`src/rtl/stopwatch_lap_recorder.sv`:
```
// stopwatch_lap_recorder
//   Prescaled stopwatch with a start/pause/stop FSM, lap capture into a small
//   buffer, and sequential read-back of the captured laps once stopped.
//
// Ports
//   clk, rst          clock; asynchronous active-low reset
//   start/pause/stop  command pulses (priority stop > pause > start)
//   lap               capture unit_count into the lap buffer (RUN/PAUSED)
//   rd_req            pop next lap entry (STOPPED only)
//   tick              one-cycle pulse per elapsed unit
//   unit_count        elapsed units (wraps)
//   state             0 IDLE, 1 RUN, 2 PAUSED, 3 STOPPED
//   lap_count         entries stored, 0..LAP_DEPTH
//   full              lap_count == LAP_DEPTH (combinational)
//   overflow          sticky: a lap was dropped while full
//   rd_data/rd_valid/rd_last  read-back entry, valid pulse, final-entry flag
module stopwatch_lap_recorder #(
  parameter int CLOCK_CYCLES = 50_000_000,
  parameter int COUNT_W      = 8,
  parameter int LAP_DEPTH    = 16,
  parameter int ADDR_W       = 4
) (
  input  logic               clk,
  input  logic               rst,
  input  logic               start,
  input  logic               pause,
  input  logic               stop,
  input  logic               lap,
  input  logic               rd_req,
  output logic               tick,
  output logic [COUNT_W-1:0] unit_count,
  output logic [1:0]         state,
  output logic [ADDR_W:0]    lap_count,
  output logic               full,
  output logic               overflow,
  output logic [COUNT_W-1:0] rd_data,
  output logic               rd_valid,
  output logic               rd_last
);

  localparam int               PW      = (CLOCK_CYCLES > 1) ? $clog2(CLOCK_CYCLES) : 1;
  localparam logic [PW-1:0]    PS_LAST = PW'(CLOCK_CYCLES - 1);
  localparam logic [ADDR_W:0]  DEPTH   = (ADDR_W + 1)'(LAP_DEPTH);

  typedef enum logic [1:0] {
    S_IDLE    = 2'd0,
    S_RUN     = 2'd1,
    S_PAUSED  = 2'd2,
    S_STOPPED = 2'd3
  } state_e;

  state_e             state_q, state_d;
  logic [PW-1:0]      presc_q, presc_d;
  logic [COUNT_W-1:0] unit_q, unit_d;
  logic               tick_q, tick_d;
  logic [ADDR_W:0]    lap_cnt_q, lap_cnt_d;
  logic [ADDR_W-1:0]  wr_ptr_q, wr_ptr_d;
  logic [ADDR_W:0]    rd_ptr_q, rd_ptr_d;
  logic               ovf_q, ovf_d;
  logic [COUNT_W-1:0] rd_data_q, rd_data_d;
  logic               rd_valid_q, rd_valid_d;
  logic               rd_last_q, rd_last_d;
  logic               wr_en;

  logic [COUNT_W-1:0] lap_mem [LAP_DEPTH];

  // Next state. The highest-priority asserted command wins even when it has
  // no effect in the current state, so e.g. start+pause in IDLE does nothing.
  always_comb begin
    state_d = state_q;
    case (state_q)
      S_IDLE:    if (!stop && !pause && start) state_d = S_RUN;
      S_RUN:     if (stop) state_d = S_STOPPED;
                 else if (pause) state_d = S_PAUSED;
      S_PAUSED:  if (stop) state_d = S_STOPPED;
                 else if (!pause && start) state_d = S_RUN;
      S_STOPPED: if (!stop && !pause && start) state_d = S_IDLE;
      default:   state_d = S_IDLE;
    endcase
  end

  // Datapath. Counting, lap capture and read-back all key off the current
  // state, so a terminal count on the same edge as pause/stop still counts.
  always_comb begin
    presc_d    = presc_q;
    unit_d     = unit_q;
    tick_d     = 1'b0;
    lap_cnt_d  = lap_cnt_q;
    wr_ptr_d   = wr_ptr_q;
    rd_ptr_d   = rd_ptr_q;
    ovf_d      = ovf_q;
    rd_data_d  = rd_data_q;
    rd_valid_d = 1'b0;
    rd_last_d  = 1'b0;
    wr_en      = 1'b0;

    if (state_q == S_RUN) begin
      if (presc_q == PS_LAST) begin
        presc_d = '0;
        tick_d  = 1'b1;
        unit_d  = unit_q + 1'b1;
      end else begin
        presc_d = presc_q + 1'b1;
      end
    end

    // Lap stores the registered (pre-increment) count.
    if (lap && (state_q == S_RUN || state_q == S_PAUSED)) begin
      if (lap_cnt_q == DEPTH) begin
        ovf_d = 1'b1;
      end else begin
        wr_en     = 1'b1;
        wr_ptr_d  = wr_ptr_q + 1'b1;
        lap_cnt_d = lap_cnt_q + 1'b1;
      end
    end

    if (state_q == S_STOPPED && rd_req && rd_ptr_q < lap_cnt_q) begin
      rd_data_d  = lap_mem[rd_ptr_q[ADDR_W-1:0]];
      rd_valid_d = 1'b1;
      rd_last_d  = (rd_ptr_q == lap_cnt_q - 1'b1);
      rd_ptr_d   = rd_ptr_q + 1'b1;
    end

    // STOPPED -> IDLE discards the session.
    if (state_q == S_STOPPED && state_d == S_IDLE) begin
      presc_d   = '0;
      unit_d    = '0;
      lap_cnt_d = '0;
      wr_ptr_d  = '0;
      rd_ptr_d  = '0;
      ovf_d     = 1'b0;
    end
  end

  always_ff @(posedge clk or negedge rst) begin
    if (!rst) begin
      state_q    <= S_IDLE;
      presc_q    <= '0;
      unit_q     <= '0;
      tick_q     <= 1'b0;
      lap_cnt_q  <= '0;
      wr_ptr_q   <= '0;
      rd_ptr_q   <= '0;
      ovf_q      <= 1'b0;
      rd_data_q  <= '0;
      rd_valid_q <= 1'b0;
      rd_last_q  <= 1'b0;
    end else begin
      state_q    <= state_d;
      presc_q    <= presc_d;
      unit_q     <= unit_d;
      tick_q     <= tick_d;
      lap_cnt_q  <= lap_cnt_d;
      wr_ptr_q   <= wr_ptr_d;
      rd_ptr_q   <= rd_ptr_d;
      ovf_q      <= ovf_d;
      rd_data_q  <= rd_data_d;
      rd_valid_q <= rd_valid_d;
      rd_last_q  <= rd_last_d;
    end
  end

  // Buffer storage carries no reset; lap_count defines what is valid.
  always_ff @(posedge clk) begin
    if (wr_en) lap_mem[wr_ptr_q] <= unit_q;
  end

  assign tick       = tick_q;
  assign unit_count = unit_q;
  assign state      = state_q;
  assign lap_count  = lap_cnt_q;
  assign full       = (lap_cnt_q == DEPTH);
  assign overflow   = ovf_q;
  assign rd_data    = rd_data_q;
  assign rd_valid   = rd_valid_q;
  assign rd_last    = rd_last_q;

endmodule
```
`config.mk`:
```
export PLATFORM = sky130hd
export DESIGN_NAME = stopwatch_lap_recorder
export DESIGN_NICKNAME = d
export VERILOG_FILES = /design/src/rtl/stopwatch_lap_recorder.sv
export SDC_FILE = /design/constraint.sdc
export NUM_CORES = 1
export LEC_CHECK = 0
export CORE_AREA = 2 2 160 115
export CTS_CLUSTER_DIAMETER = 50
export DETAILED_ROUTE_END_ITERATION = 10
export DIE_AREA = 0 0 162 117
export GPL_TIMING_DRIVEN = 0
export PLACE_DENSITY = 0.68
export SLEW_MARGIN = 20
export SYNTH_ARGS = -nofsm -noshare
export SYNTH_HDL_FRONTEND = slang
export SYNTH_SLANG_ARGS = --single-unit
```
`constraint.sdc`:
```
create_clock -name clk -period 5.55 [get_ports clk]
set_input_delay 1.11 -clock clk [delete_from_list [all_inputs] [get_ports clk]]
set_output_delay 1.11 -clock clk [all_outputs]
set_load 0.1 [all_outputs]
```
==> images/layer_met1.png <==
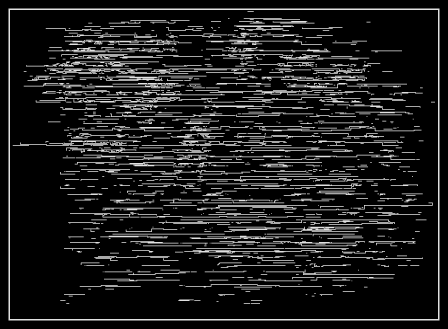
main direction: horizontal
share of all routed wire: 47%
grt met1 use: 29.3%
DRT Wirelength: 17600 um
Via Count: 4850

==> images/layer_met2.png <==
The bar under the picture is 50 um long.
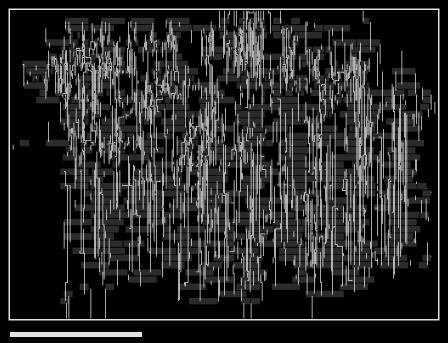
main direction: vertical
longest straight run: 61.7 um
wire length on this layer: 8220 um
met2 usage: 30.2%

==> ci_impl_report.md <==
### Metrics collected by this job

| Metric | Value |
|---|---|
| Port Buf Inserts | 34 |
| Wire length per cell | 20.5 um |
| Clock insertion delay at the later pin of the skew report | about 430 ps |
| CP Capture Type | primary output |
| Vias in the first global route | 4774 |
| Crit path DRT | 4440 ps |
| # Taps | 236 |
| Share of cells above drive strength 1 | between 10% and 20% |
| Initial antenna violation count | 0 |
| Yosys warning count | 0 |
| Top cell area share | a little under half |
| Cells on worst reg2reg path | 7 |
| Hold path endpoint | overflow |
| Data buffer area share | 5.34% |
| Area-dominant cell class after layout | registers |
| Gate Area | 2770 um^2 |
| Combinational power share | between 30% and 40% |
| Crit start category | flop |
| Comb_multi_in | 322 |
| CTS tree | yes |
| Fill cells | 1383 |
| Max reg flops | between 100 and 150 |
| Synthesized area per cell | 15.0 um^2 |
| Worst-Margin Slew | roughly 1100 ps |
| H-tree depth | 4 |
| Final setup skew | approximately 6.5 ps |
| Synth Flop Type | edfxtp_1 |
| I/O pins | 35 |
| Most frequent cells in the layout | 128 x edfxtp_1, 62 x dfrtp_1, 58 x nor2_1 |
| Hpwl dp | 11800 um |
| MaxCap Viol Count | 0 |
| First-pass GRT wire length | 27600 um |
| Setup CP Type | reg2out |
| Post-synth top cells | 128 x edfxtp_1, 62 x dfrtp_1, 59 x nor2_1 |
| Post-synth ARST share | 32.6% |
| Clock-cell share | 6.43% |
| # clk buffers | 17 |
| PD cells | 556 nW/um^2 |
| DR iter-0 viols | 416 |
| Log Warnings | 33 |
| Yosys cell types | 49 |
| Initial Util | ~48% |
| Via density | 5.65 |
| Number of synthesized flops with an enable pin | 128 |
| Setup-failing EPs final | 0 |
| Critical Path Sink | full |
| Worst hold path class | reg2reg |
| Cell count in the Yosys report | 555 |
| Final Critical Period | between 3000 and 4000 ps |
| Top flop regs | lap_mem (128), presc_q (26) |
| Top sig layer | met4 |
| Grt peak-use layer | met2 |
| Simple share | about a tenth |
| Synth Instances | 555 |
| Placer Congestion | between 0.8 and 0.9 |
| Num CTS Buffers | 17 |
| Logic share of the area | 28.6% |
| Comb area leader | multiplexers |
| Most frequent cell after synthesis | edfxtp_1 |
| Final Util | 55.0% |
| Core Region | 17500 um^2 |
| Final setup TNS | 0 ps |
| Largest net degree at the start of global routing | 49 |
| Net count, final | 634 |
| Outcome | completed |
| Cts repair resizes | 0 |
| Final Hold Fails | 0 |
| Max clock buf depth | 2 |
| Worst Setup SP | lap_count[0] |
| Die area | 19000 um^2 |
| Max FO, Critical Path | 7 |
| Cycle use final | 68.8% |
| Sequential cell area | 5400 um^2 |
| Met1 wire length | 8310 um |
| CTS Root Buffer Type | clkbuf_16 |
| CTS Sinks | 190 |
| Maximum VDD drop | 0.000389 V |
| Die X | 162 um |
| Antenna cells | 0 |
| Mapped Area | ~8400 um^2 |
| Logic inverters | 17 |
| Drt first pass iters | 5 |
| Most flops, register | lap_mem |
| Antenna viol nets, final | 0 |
| # hold bufs at CTS | 0 |
| Met3 routed WL | 904 um |
| Synthesis-to-layout area growth | 15.6% |
| Seq cells | 190 |
| Top cells by area | edfxtp_1 46%, dfrtp_1 19%, mux4_2 11% |
| Area fraction in mux cells | 12.2% |
| Worst rel slew slack | between 20% and 30% |
| Hold path depth | 2 |
| Grt total ovfl | 0 |
| Postcts setup bufs | 0 |
| Yosys stat area | 8350 um^2 |
| Most frequent logic cell in the layout | edfxtp_1 |
| Arrival time at the worst endpoint | 2710 ps |
| Reg2reg end | lap_mem[10][3] |
| Sequential-to-total area share from yosys stat | approximately 65% |
| FF-to-FF Start | lap_count[0] |
| Die Span Y | around 120 um |
| Clock power share | 24.0% |
| Global Route Usage Sum | 19.7% |
| FP Rows | 41 |
| Slew Limit Fails | 0 |
| Leak | between 3 and 4 nW |
| DRC | 0 |
| Post-Synth AOI/OAI Area | between 3 and 4% |
| Yosys top cell by area | edfxtp_1 |
| Internal Power | 0.00323 W |
| Reg clk slew, reported paths | 70 ps |
| Adder Area Share | 2.70% |
| Xor/xnor share | 3.88% |
| Seq cells post-synth | 190 |
| Sw power | around 0.0021 W |
| WL met2 | between 8000 and 9000 um |
| Share of power burned in registers | 40.5% |
| Net Sw Frac | between 30% and 40% |
| Non-clock buffers | 61 |
| Flop-to-flop setup slack | 2230 ps |
| F_max | 262 MHz |
| Flop share of the area | 55.9% |
| Syn Nets | 580 |
| Min-delay src | overflow |
| RSZ-0062 raised after global routing | no |
==> images/layer_met3.png <==
The bar under the picture is 50 um long.
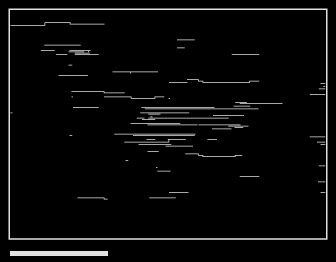
longest straight run: 58.0 um
share of all routed wire: 5.1%
wire length on this layer: 905 um
main direction: horizontal
nets with wire on the layer: 46
met3 usage: 3.91%

==> images/layer_met4.png <==
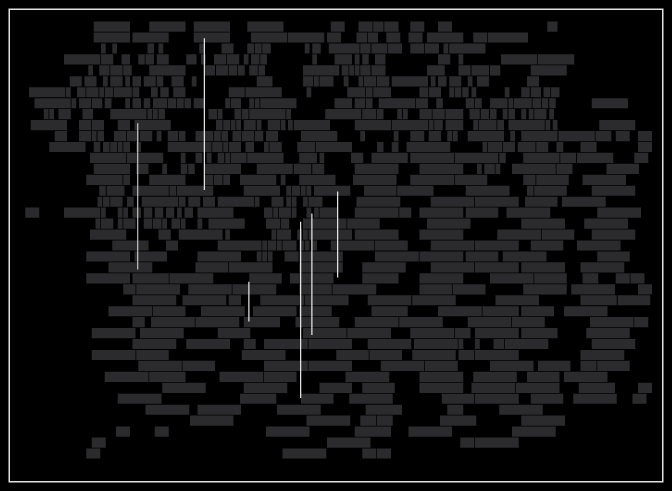
main direction: vertical
wire length on this layer: 178 um

[critical path, cell delays in order (launching register included)]
cell             delay [ps]
dfrtp_1                 480
inv_1                    90
ha_1                    230
and4_1                  310
clkdlybuf4s50_1        1160
[through the flow]
step	hold WS [ps]	worst slack (ps)	cells	power [W]	cell area, um^2
floorplan	497	1810	555	0.00355	8350
global placement	483	1200	825	0.00404	8990
detailed placement	500	1680	826	0.00412	9030
CTS	514	1720	858	0.00541	9650
global route	530	1630	858	0.00561	9660
finish	503	1730	858	0.00537	9660
[power groups by stage]
stage	registers [W]	logic [W]	clock network [W]
2_1_floorplan	0.00268	0.000863	0
3_3_place_gp	0.00217	0.00187	0
3_5_place_dp	0.00220	0.00191	0
5_1_grt	0.00221	0.00203	0.00136
4_1_cts	0.00217	0.00192	0.00131
6_report	0.00217	0.00191	0.00129
No activity file was given, so power comes from the tool's default toggle rates.
